File: config.mk
export PLATFORM = sky130hd
export DESIGN_NAME = bus_sync_tx_arbiter
export DESIGN_NICKNAME = d
export VERILOG_FILES = /design/src/rtl/bus_sync_tx_arbiter.sv
export SDC_FILE = /design/constraint.sdc
export NUM_CORES = 1
export LEC_CHECK = 0
export CORE_MARGIN = 5
export CORE_UTILIZATION = 31
export CTS_CLUSTER_DIAMETER = 100
export CTS_CLUSTER_SIZE = 10
export DETAILED_ROUTE_END_ITERATION = 16
export PLACE_DENSITY = 0.59
export SLEW_MARGIN = 5
export SYNTH_ARGS = -nofsm -noshare
export SYNTH_HDL_FRONTEND = slang
export SYNTH_SLANG_ARGS = --single-unit
File: constraint.sdc
create_clock -name a_clk -period 2.6 [get_ports a_clk]
set_clock_uncertainty 0.2 [all_clocks]
set_input_delay 0.52 -clock a_clk [delete_from_list [all_inputs] [get_ports a_clk]]
set_output_delay 0.52 -clock a_clk [all_outputs]
set_load 0.02 [all_outputs]
File: src/rtl/bus_sync_tx_arbiter.sv
// Round-robin arbiter that shares one mux-recirculation synchronizer channel among N_REQ requesters.
// Optional acknowledge watchdog: define BUS_SYNC_ARB_TIMEOUT_EN to add the counter and the timeout_err port.
module bus_sync_tx_arbiter #(
   parameter int N_REQ          = 4,
   parameter int WIDTH          = 4,
   parameter int TIMEOUT_CYCLES = 255
) (
   input  logic                   a_clk,
   input  logic                   reset_n,
   input  logic [N_REQ-1:0]       req,
   input  logic [N_REQ*WIDTH-1:0] req_data,
   output logic [N_REQ-1:0]       gnt,
   output logic [WIDTH-1:0]       sync_data,
   output logic                   sync_ld_pls,
   input  logic                   b_ack_tgl,
   output logic                   busy
`ifdef BUS_SYNC_ARB_TIMEOUT_EN
   ,
   output logic                   timeout_err
`endif
);

   localparam int PW = (N_REQ > 1) ? $clog2(N_REQ) : 1;
   localparam logic [PW:0]   N_REQ_W = (PW+1)'(N_REQ);
   localparam logic [PW-1:0] LAST    = PW'(N_REQ - 1);

   localparam logic [0:0] IDLE     = 1'b0;
   localparam logic [0:0] WAIT_ACK = 1'b1;

   generate
      if (N_REQ < 2 || N_REQ > 16) begin : g_bad_n_req
         $error("bus_sync_tx_arbiter: N_REQ must be in 2..16");
      end
      if (TIMEOUT_CYCLES < 1) begin : g_bad_timeout
         $error("bus_sync_tx_arbiter: TIMEOUT_CYCLES must be at least 1");
      end
   endgenerate

   logic [0:0]    state;
   logic [PW-1:0] ptr;
   logic          ack_s1, ack_s2, ack_s3;
   logic          ack_evt;

   logic [PW-1:0] win;
   logic [PW:0]   cand;
   logic          found;

   // b_ack_tgl is asynchronous; only ack_s2 onward may be used by logic.
   always_ff @(posedge a_clk or negedge reset_n) begin
      if (!reset_n) begin
         ack_s1 <= 1'b0;
         ack_s2 <= 1'b0;
         ack_s3 <= 1'b0;
      end else begin
         ack_s1 <= b_ack_tgl;
         ack_s2 <= ack_s1;
         ack_s3 <= ack_s2;
      end
   end

   assign ack_evt = ack_s2 ^ ack_s3;

   // Scan upward from the pointer with wrap; the first set request wins.
   always_comb begin
      win   = '0;
      cand  = '0;
      found = 1'b0;
      for (int i = 0; i < N_REQ; i++) begin
         cand = {1'b0, ptr} + (PW+1)'(i);
         if (cand >= N_REQ_W)
            cand = cand - N_REQ_W;
         if (!found && req[cand[PW-1:0]]) begin
            found = 1'b1;
            win   = cand[PW-1:0];
         end
      end
   end

`ifdef BUS_SYNC_ARB_TIMEOUT_EN
   localparam int CW = $clog2(TIMEOUT_CYCLES + 1);
   localparam logic [CW-1:0] T_LAST = CW'(TIMEOUT_CYCLES - 1);
   logic [CW-1:0] cnt;
`endif

   always_ff @(posedge a_clk or negedge reset_n) begin
      if (!reset_n) begin
         state       <= IDLE;
         ptr         <= '0;
         gnt         <= '0;
         sync_data   <= '0;
         sync_ld_pls <= 1'b0;
`ifdef BUS_SYNC_ARB_TIMEOUT_EN
         cnt         <= '0;
         timeout_err <= 1'b0;
`endif
      end else begin
         gnt         <= '0;
         sync_ld_pls <= 1'b0;
         case (state)
            IDLE: begin
               // A stray ack_evt here is deliberately ignored.
               if (found) begin
                  sync_data   <= req_data[win*WIDTH +: WIDTH];
                  gnt         <= {{(N_REQ-1){1'b0}}, 1'b1} << win;
                  sync_ld_pls <= 1'b1;
                  ptr         <= (win == LAST) ? '0 : win + 1'b1;
                  state       <= WAIT_ACK;
`ifdef BUS_SYNC_ARB_TIMEOUT_EN
                  cnt         <= '0;
`endif
               end
            end
            WAIT_ACK: begin
`ifdef BUS_SYNC_ARB_TIMEOUT_EN
               cnt <= cnt + 1'b1;
               if (ack_evt) begin
                  state <= IDLE;
               end else if (cnt == T_LAST) begin
                  state       <= IDLE;
                  timeout_err <= 1'b1;
               end
`else
               if (ack_evt)
                  state <= IDLE;
`endif
            end
            default: state <= IDLE;
         endcase
      end
   end

   assign busy = (state == WAIT_ACK);

endmodule

Run 1, cell outlines without signal wires:
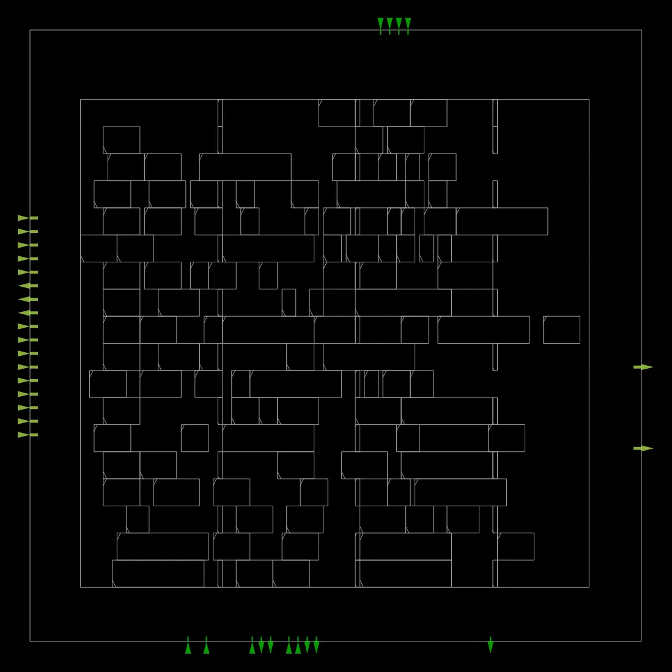
floorplan core area: 2500 um^2
number of flip-flops and latches: 15

Run 1, drive-strength map:
Drawn at 8 px/um.
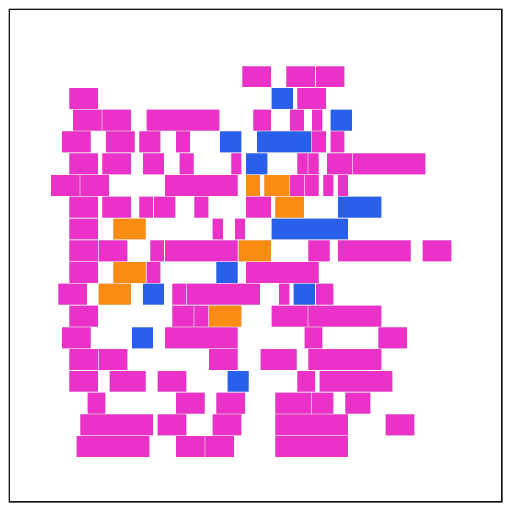
Key: x2 = orange [cells 8]; x1 and smaller = magenta [cells 91]; x3 and x4 = blue [cells 12]
cell area after layout: 1232 um^2
slack of the critical path: 202.8 ps
Repair and plain buffers: 38
layout overhead on the synthesized area: 50.61%

==> impl_metrics.csv, run 1 <==
group,metric,value,unit
drt,wire_per_inst,13.96,um
drt,via_count,683,
setup_path,arrival,2380,ps
hold_path,hold_path.class,"register to register",
global_route,vias_in_the_first_global_route,767,
run_status,run_status,"finished, final reports clean",
placed_design,post-dp-hpwl,1571,um
clock_network,cts_resized,0,
final_timing,slew_violations,0,
global_route,grt_overflow,0,
synth,yosysChipArea,818.3,um^2
pwr,design_power_total,1.116,mW
drt,drt_drc_violations_left,0,
synth,post_synth_inst_count,71,
global_route,global_route_wire_length_before_repair,3408,um
clock_network,ctsHtreeMaxLevel,1,
final_timing,setup_violations,0,
synth,synthesis.area,818.3,um^2
setup_path,critPathMaxStageDelay,640,ps
finish,finalNonFillerCells,141,
placed_design,area_after_detailed_placement,1205,um^2
floorplan,fp-utilization,32.73,%
global_route,grtUsageTotal,12.38,%
clock_network,cts_buffer_depth,2,
floorplan,std_cell_rows,18,
job,max_cap_viols,0,
clock_network,number_of_setup_buffers_added_after_cts,0,
final_timing,rsz0062_at_grt,"no",
synth,synth.avg_cell_area,11.53,um^2
global_route,grt_max_degree,16,
floorplan,die_area,3767,um^2
finish,nets,139,
clock_network,cts.sink_count,15,
finish,layout-drive-gt1-share,18.02,%
setup_path,required_time_worst_endpoint,2590,ps
synth,yosys_warnings,0,
finish,n_antenna_cell,0,
pwr,p_leak,0.5370,nW
synth,synth_cell_types,25,
drt,detailedRoute.firstIterationViolations,1,
setup_path,worst_setup_path_type,"primary input to register",
global_route,antenna_found_initial,0,
final_timing,max-slew-margin-rel,51.26,%
final_timing,max_freq,0.4172,GHz
drt,route.detailed.vias_per_inst,4.844,
setup_path,path_delay_family,"buffers and inverters",
drt,dr.pass1.iters,2,
clock_network,cts_tree,"yes",
synth,yosys_cells,71,
final_timing,finalWorstPathRequiredPeriod,2397,ps
clock_network,cts_root_buf,"clkbuf_4",
clock_network,holdBufCountCts,0,
setup_path,critical_path.slowest_cell,"clkdlybuf4s50_1",
synth,post_synth_seq_share,45.87,%
drt,route.antenna.remaining_nets,0,
setup_path,crit_buf_inv,2,
synth,ys.flops,15,
setup_path,path_cells,"clkdlybuf4s50_1 > or3b_1 > o221ai_4 > inv_1 > ha_1 > mux2_2",
final_timing,setup-tns-final,0,ps
job,tool_warnings,29,
clock_network,number_of_buffers_inserted_during_clock_tree_synthesis,3,
setup_path,worst-path-max-fanout,8,
pwr,power-per-cell-area,905.5,nW/um^2
synth,syn-num-nets,98,
final_timing,hold_slack,183.8,ps
setup_path,critPathLaunchType,"primary input",
setup_path,endpoint_kind,"register",
final_timing,final-hold-violation-count,0,
clock_network,cts.clk_slew.worst_paths,100,ps
final_timing,worstMarginPinSlew,728.5,ps
placed_design,placed_cells_incl_taps,137,
drt,wirelength,1969,um
placed_design,rd_place_congestion,0.7085,
final_timing,post-route-period-util,92.20,%
clock_network,clock.latency.late_pin,290,ps
pwr,ir_drop,0.0005412,V
Run 1, ports around the boundary:
Drawn at 8 px/um. Pins as bars across the die edge, other pins in grey.
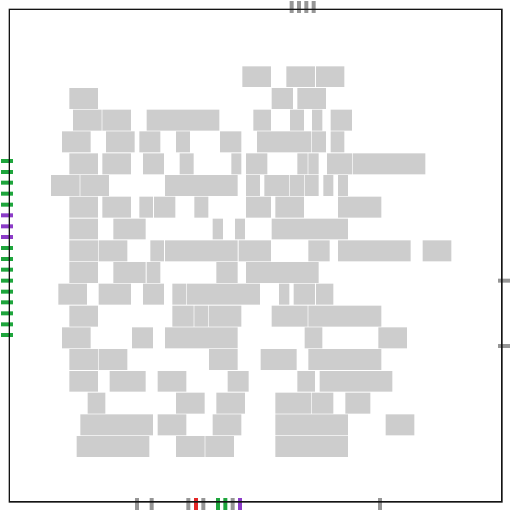
Key: busy = red [pins 1, direction output, edge south]; req_data = green [pins 16, direction input, edge 14 west, 2 south]; sync_data = purple [pins 4, direction output, edge 3 west, 1 south]
All pins by edge: 17 west, 10 south, 4 north, 2 east.
height of the die: 61.38 um
input/output buffers: 32
die width: 61.38 um

Run 1, wires at chosen ports, followed through buffers:
Drawn at 4 px/um.
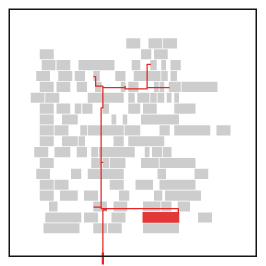
Key: busy = red [bits 1, direction output, end cells 1, buffers 1, wire 95.0 um]
count of boundary I/O pins: 33

run 1: synth_stat cells:
master	count	area, um^2
and2_1	4	25.02
o22a_2	1	10.01
nand3_1	4	20.02
xnor2_1	1	8.760
o21ai_0	5	25.02
o211ai_1	4	30.03
a21boi_0	1	7.510
or3b_1	1	8.760
a21oi_1	4	20.02
mux2_4	1	15.01
a2111oi_0	1	8.760
ha_1	4	50.05
buf_6	1	11.26
nor2_1	4	15.01
a21o_2	1	8.760
buf_2	1	5.000
mux2i_1	4	40.04
dfrtp_1	15	375.4
a21o_1	1	7.510
inv_1	4	15.01
o221ai_4	1	26.28
a21boi_4	1	18.77
mux2_2	5	56.30
nor4_1	1	6.260
nand2_1	1	3.750
run 1: power breakdown:
group	switching [mW]	internal (mW)	total [mW]	leakage, nW
logic	0.279	0.306	0.585	0.335
registers	0.0753	0.315	0.390	0.185
clock network	0.0842	0.0572	0.141	0.0177
total	0.438	0.678	1.12	0.537
run 1: layout by cell type (no fill, tap or decap), drive strengths merged, types with 2 or more instances in the layout:
cell type      count
nor2               4
nand3              4
clkdlybuf4s50     32
mux2               6
a21oi              4
mux2i              4
and2               4
o211ai             4
dfrtp             15
a21boi             2
inv                4
clkbuf             3
a21o               2
ha                 4
buf                6
o21ai              5
run 1: kinds of logic (layout without fill, tap and decap cells):
logic type,Yosys count,in the layout,share of synthesized area (%)
fa+ha+maj,4,4,6.116
mux,10,10,13.61
buf+inv,6,46,3.821
compound gates,20,20,19.88
flops,15,15,45.87
simple gates,15,15,9.632
xor+xnor,1,1,1.071
run 1: cell type report:
cell class | count | area, um^2
clock buffers | 3 | 22.52
multi-input cells | 50 | 411.6
repair buffers | 38 | 365.4
inverters | 4 | 15.01
flip-flops and latches | 15 | 375.4
clock inverters | 1 | 5.005
well taps | 30 | 37.54
fillers | 256 | 1267
run 1: metal layers:
| metal | share of wire, % | global-route usage, % | vias up |
|---|---|---|---|
| met3 | 6.4 | 2.725 | 2 |
| met2 | 50 | 21.75 | 23 |
| li1 | - | - | 335 |
| met1 | 42 | 13.60 | 323 |
| met5 | 0 | 0 | - |
| met4 | 1.4 | 7.273 | 0 |
run 1: state kept, by name (all words and copies together) (netlist names):
signal,flops
ptr,2
ack_s3,1
sync_ld_pls,1
sync_data,4
ack_s2,1
gnt,4
ack_s1,1
busy,1
run 1: metrics by stage:
stage	util [%]	worst slack [ps]
final	49.30	202.8
after global routing	49.30	161.2
after CTS	49.30	204.0
after detailed placement	48.20	-116.9
after global placement	48.20	-51.92
after floorplan	-	504.9
run 1: worst paths after layout:
kind,startpoint,end,slack [ps],cells after the start
max,req[0],ptr[1],200,6
min,ack_s1,ack_s2,180,0
max reg2reg,ptr[1],ptr[1],430,5
min reg2reg,ack_s1,ack_s2,180,0
max in group asynchronous,reset_n,sync_data[2],1360,1
min in group asynchronous,reset_n,gnt[3],420,1
Run 1, signal wires by layer:
Drawn at 8 px/um. Two of the layers only.
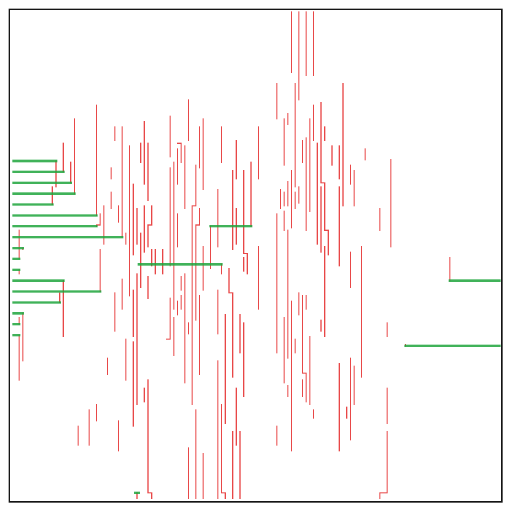

## Run 2: what changed since run 1
--- a/config.mk
+++ b/config.mk
@@ -6,10 +6,11 @@
 export NUM_CORES = 1
 export LEC_CHECK = 0
+export ABC_AREA = 1
 export CORE_MARGIN = 5
-export CORE_UTILIZATION = 31
+export CORE_UTILIZATION = 28
 export CTS_CLUSTER_DIAMETER = 100
 export CTS_CLUSTER_SIZE = 10
 export DETAILED_ROUTE_END_ITERATION = 16
-export PLACE_DENSITY = 0.59
+export PLACE_DENSITY = 0.51
 export SLEW_MARGIN = 5
 export SYNTH_ARGS = -nofsm -noshare
==> constraint.sdc (replaced) <==
create_clock -name a_clk -period 2.6 [get_ports a_clk]
set_clock_uncertainty 0.2 [all_clocks]
set_input_delay 0.39 -clock a_clk [delete_from_list [all_inputs] [get_ports a_clk]]
set_output_delay 0.39 -clock a_clk [all_outputs]
set_load 0.02 [all_outputs]
Run 2, signal wires by layer:
Drawn at 6 px/um. Two of the layers only.
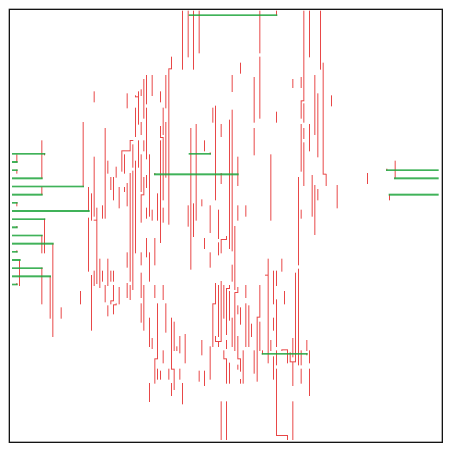
Key: M3 = green [wire length 135 um]; M2 = red [wire length 1190 um]
overall fraction of global-route tracks in use: 10.47%
Routed WL: 2594 um
DR WL/cell: 10.81 um
vias: 1046

Run 2, cell outlines without signal wires:
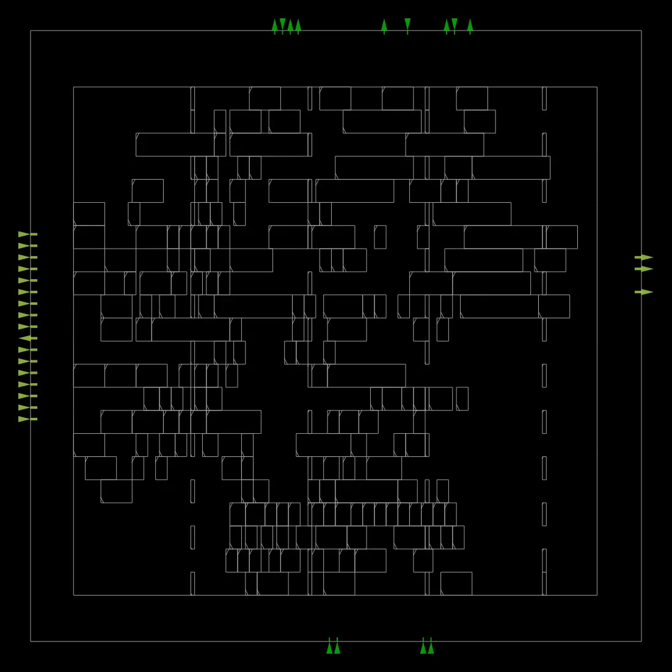
standard-cell row count: 22
floorplan core area: 3689 um^2
final standard cell utilization of the core: 40.57%
register fraction of the total cell area: 25.08%

==> impl_metrics.csv, run 2 <==
group,metric,value,unit
run_status,run_status,"finished, final reports clean",
clock_network,cts.sink_count,15,
finish,filler_cell_count,396,
clock_network,number_of_buffers_inserted_during_clock_tree_synthesis,3,
clock_network,cts_buffer_depth,2,
final_timing,final-hold-violation-count,0,
drt,route.detailed.vias_per_inst,4.358,
pwr,power-per-cell-area,1380,nW/um^2
drt,detailedRoute.firstIterationViolations,61,
synth,syn-num-nets,183,
floorplan,io_pins,33,
finish,logic_area,585.6,um^2
setup_path,required_time_worst_endpoint,2530,ps
finish,layout_top_cells_excl_fill_tap,"66 x nand2_1, 32 x clkdlybuf4s50_1, 20 x inv_1",
job,tool_warnings,29,
finish,biggestRegsByFlops,"gnt (4), sync_data (4), ptr (2)",
setup_path,ff2ff_setup_slack,400,ps
final_timing,max_freq,0.4543,GHz
clock_network,ctsHtreeMaxLevel,1,
clock_network,holdBufCountCts,0,
global_route,vias_in_the_first_global_route,1020,
final_timing,setup_violations,0,
setup_path,path_cells,"buf_4 > nand2_1 > nand2_1 > o21ai_1 > nand3_4 > nand3_4 > inv_1 > ha_1 > nand2_1 > o21ai_1",
final_timing,rsz0062_at_grt,"no",
clock_network,cts_resized,0,
drt,route.antenna.remaining_nets,0,
finish,finalNonFillerCells,240,
synth,yosys.area.top_type_share,34.97,%
synth,ys.flops,15,
setup_path,arrival,2130,ps
clock_network,cts_tree,"yes",
placed_design,post-dp-hpwl,2129,um
synth,yosys.area.top_type,"dfrtp_1",
global_route,global_route_wire_length_before_repair,4395,um
hold_path,hold_path.class,"register to register",
synth,async_reset_ff_share,100.0,%
final_timing,max-slew-margin-rel,55.19,%
placed_design,placed_cells_incl_taps,236,
final_timing,setup-tns-final,0,ps
setup_path,crit_buf_inv,2,
setup_path,critPathMaxStageDelay,410,ps
synth,post_synth_seq_share,34.97,%
synth,most_numerous_cell_types_in_the_synthesized_netlist,"66 x nand2_1, 20 x inv_1, 18 x nand3_1, 15 x dfrtp_1, 9 x nand2_2",
drt,dr.pass1.iters,4,
job,max_cap_viols,0,
clock_network,clock.latency.late_pin,240,ps
pwr,ir_drop,0.0004483,V
setup_path,worst_setup_path_type,"register to register",
finish,n_antenna_cell,0,
finish,ff_latch_area,375.4,um^2
drt,drt_drc_violations_left,0,
synth,yosysChipArea,1074,um^2
finish,layout-area-overhead-vs-synth,39.39,%
floorplan,fp-utilization,29.10,%
synth,yosys_cells,156,
placed_design,port-buffer-count,32,
clock_network,cts_root_buf,"clkbuf_8",
synth,post_synth_inst_count,156,
pwr,p_leak,0.7992,nW
setup_path,critical_path.slowest_cell,"dfrtp_1",
final_timing,post-route-period-util,84.66,%
clock_network,cts.clk_slew.worst_paths,60,ps
finish,layout-drive-gt1-share,13.54,%
global_route,grt_max_degree,16,
synth,synth.avg_cell_area,6.882,um^2
setup_path,worst-path-max-fanout,11,
final_timing,worstMarginPinSlew,670.0,ps
final_timing,finalWorstPathRequiredPeriod,2201,ps
finish,nets,220,
floorplan,die_area,5172,um^2
synth,ys_top_cells_by_area,"dfrtp_1 35%, nand2_1 23%, nand3_1 8.4%",
global_route,antenna_found_initial,0,
synth,yosys_warnings,0,
placed_design,rd_place_congestion,0.7751,
setup_path,critPathLaunchType,"register",
synth,synth_cell_types,18,
finish,layout_top_cell,"nand2_1",
Run 2, ports around the boundary:
Drawn at 6 px/um. Pins as bars across the die edge, other pins in grey.
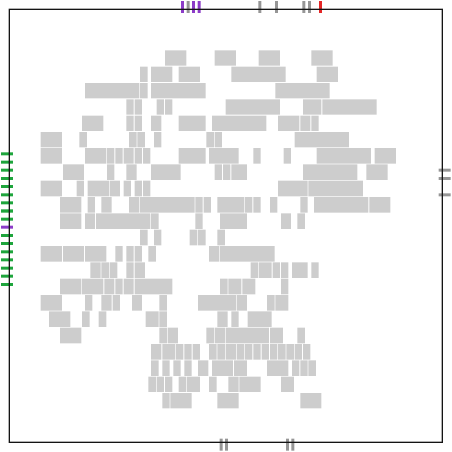
height of the die: 71.92 um
die width: 71.92 um

[run 2: cell type report]
type | instances | share of cell area, %
flip-flops and latches | 15 | 25.08
clock buffers | 3 | 2.759
clock inverters | 1 | 0.3344
inverters | 25 | 6.271
multi-input cells | 114 | 39.13
repair buffers | 34 | 22.41
well taps | 48 | 4.013
[run 2: per-stage QoR]
step	cell area, um^2	utilization (%)	setup WS (ps)	total power, mW	hold slack [ps]
after floorplan	1074	-	639.3	1.500	-105.6
after global placement	1450	39.31	206.6	1.866	134.6
after detailed placement	1450	39.31	143.2	1.907	135.8
after CTS	1496	40.57	394.5	2.104	150.5
after global routing	1496	40.57	227.6	2.311	154.0
final	1496	40.57	398.8	2.065	152.0
[run 2: worst paths after layout]
kind	from	to	cells past startpoint
worst max-delay path	ptr[0]	ptr[1]	10
worst min-delay path	ack_s1	ack_s2	0
worst max register to register	ptr[0]	ptr[1]	10
worst min register to register	ack_s1	ack_s2	0
max in group asynchronous	reset_n	ptr[1]	1
min in group asynchronous	reset_n	sync_data[0]	1
[run 2: kinds of logic after synthesis]
kind of cell	count (synthesis)	synth area share [%]
AOI/OAI and AO/OA	5	2.331
DFF	15	34.97
and+or+nand+nor	104	46.74
adders and majority gates	4	4.662
buffers and inverters	27	10.49
xor gates and xnor gates	1	0.8160
[run 2: routing by layer]
metal  global-route usage [%]  vias to the layer above  wire (um)
li1                         -                      544          -
met1                    13.52                      474       1246
met4                    2.923                        0         23
met3                    2.632                        2        135
met5                        0                        -          0
met2                    17.35                       26       1189
[run 2: power breakdown]
| group | internal [mW] | switching (mW) | leakage (nW) | total, mW |
|---|---|---|---|---|
| Sequential | 0.320 | 0.0495 | 0.186 | 0.369 |
| Clock | 0.106 | 0.0811 | 0.0255 | 0.187 |
| Combinational | 0.544 | 0.965 | 0.587 | 1.51 |
Power is estimated from default activity; no workload was simulated.
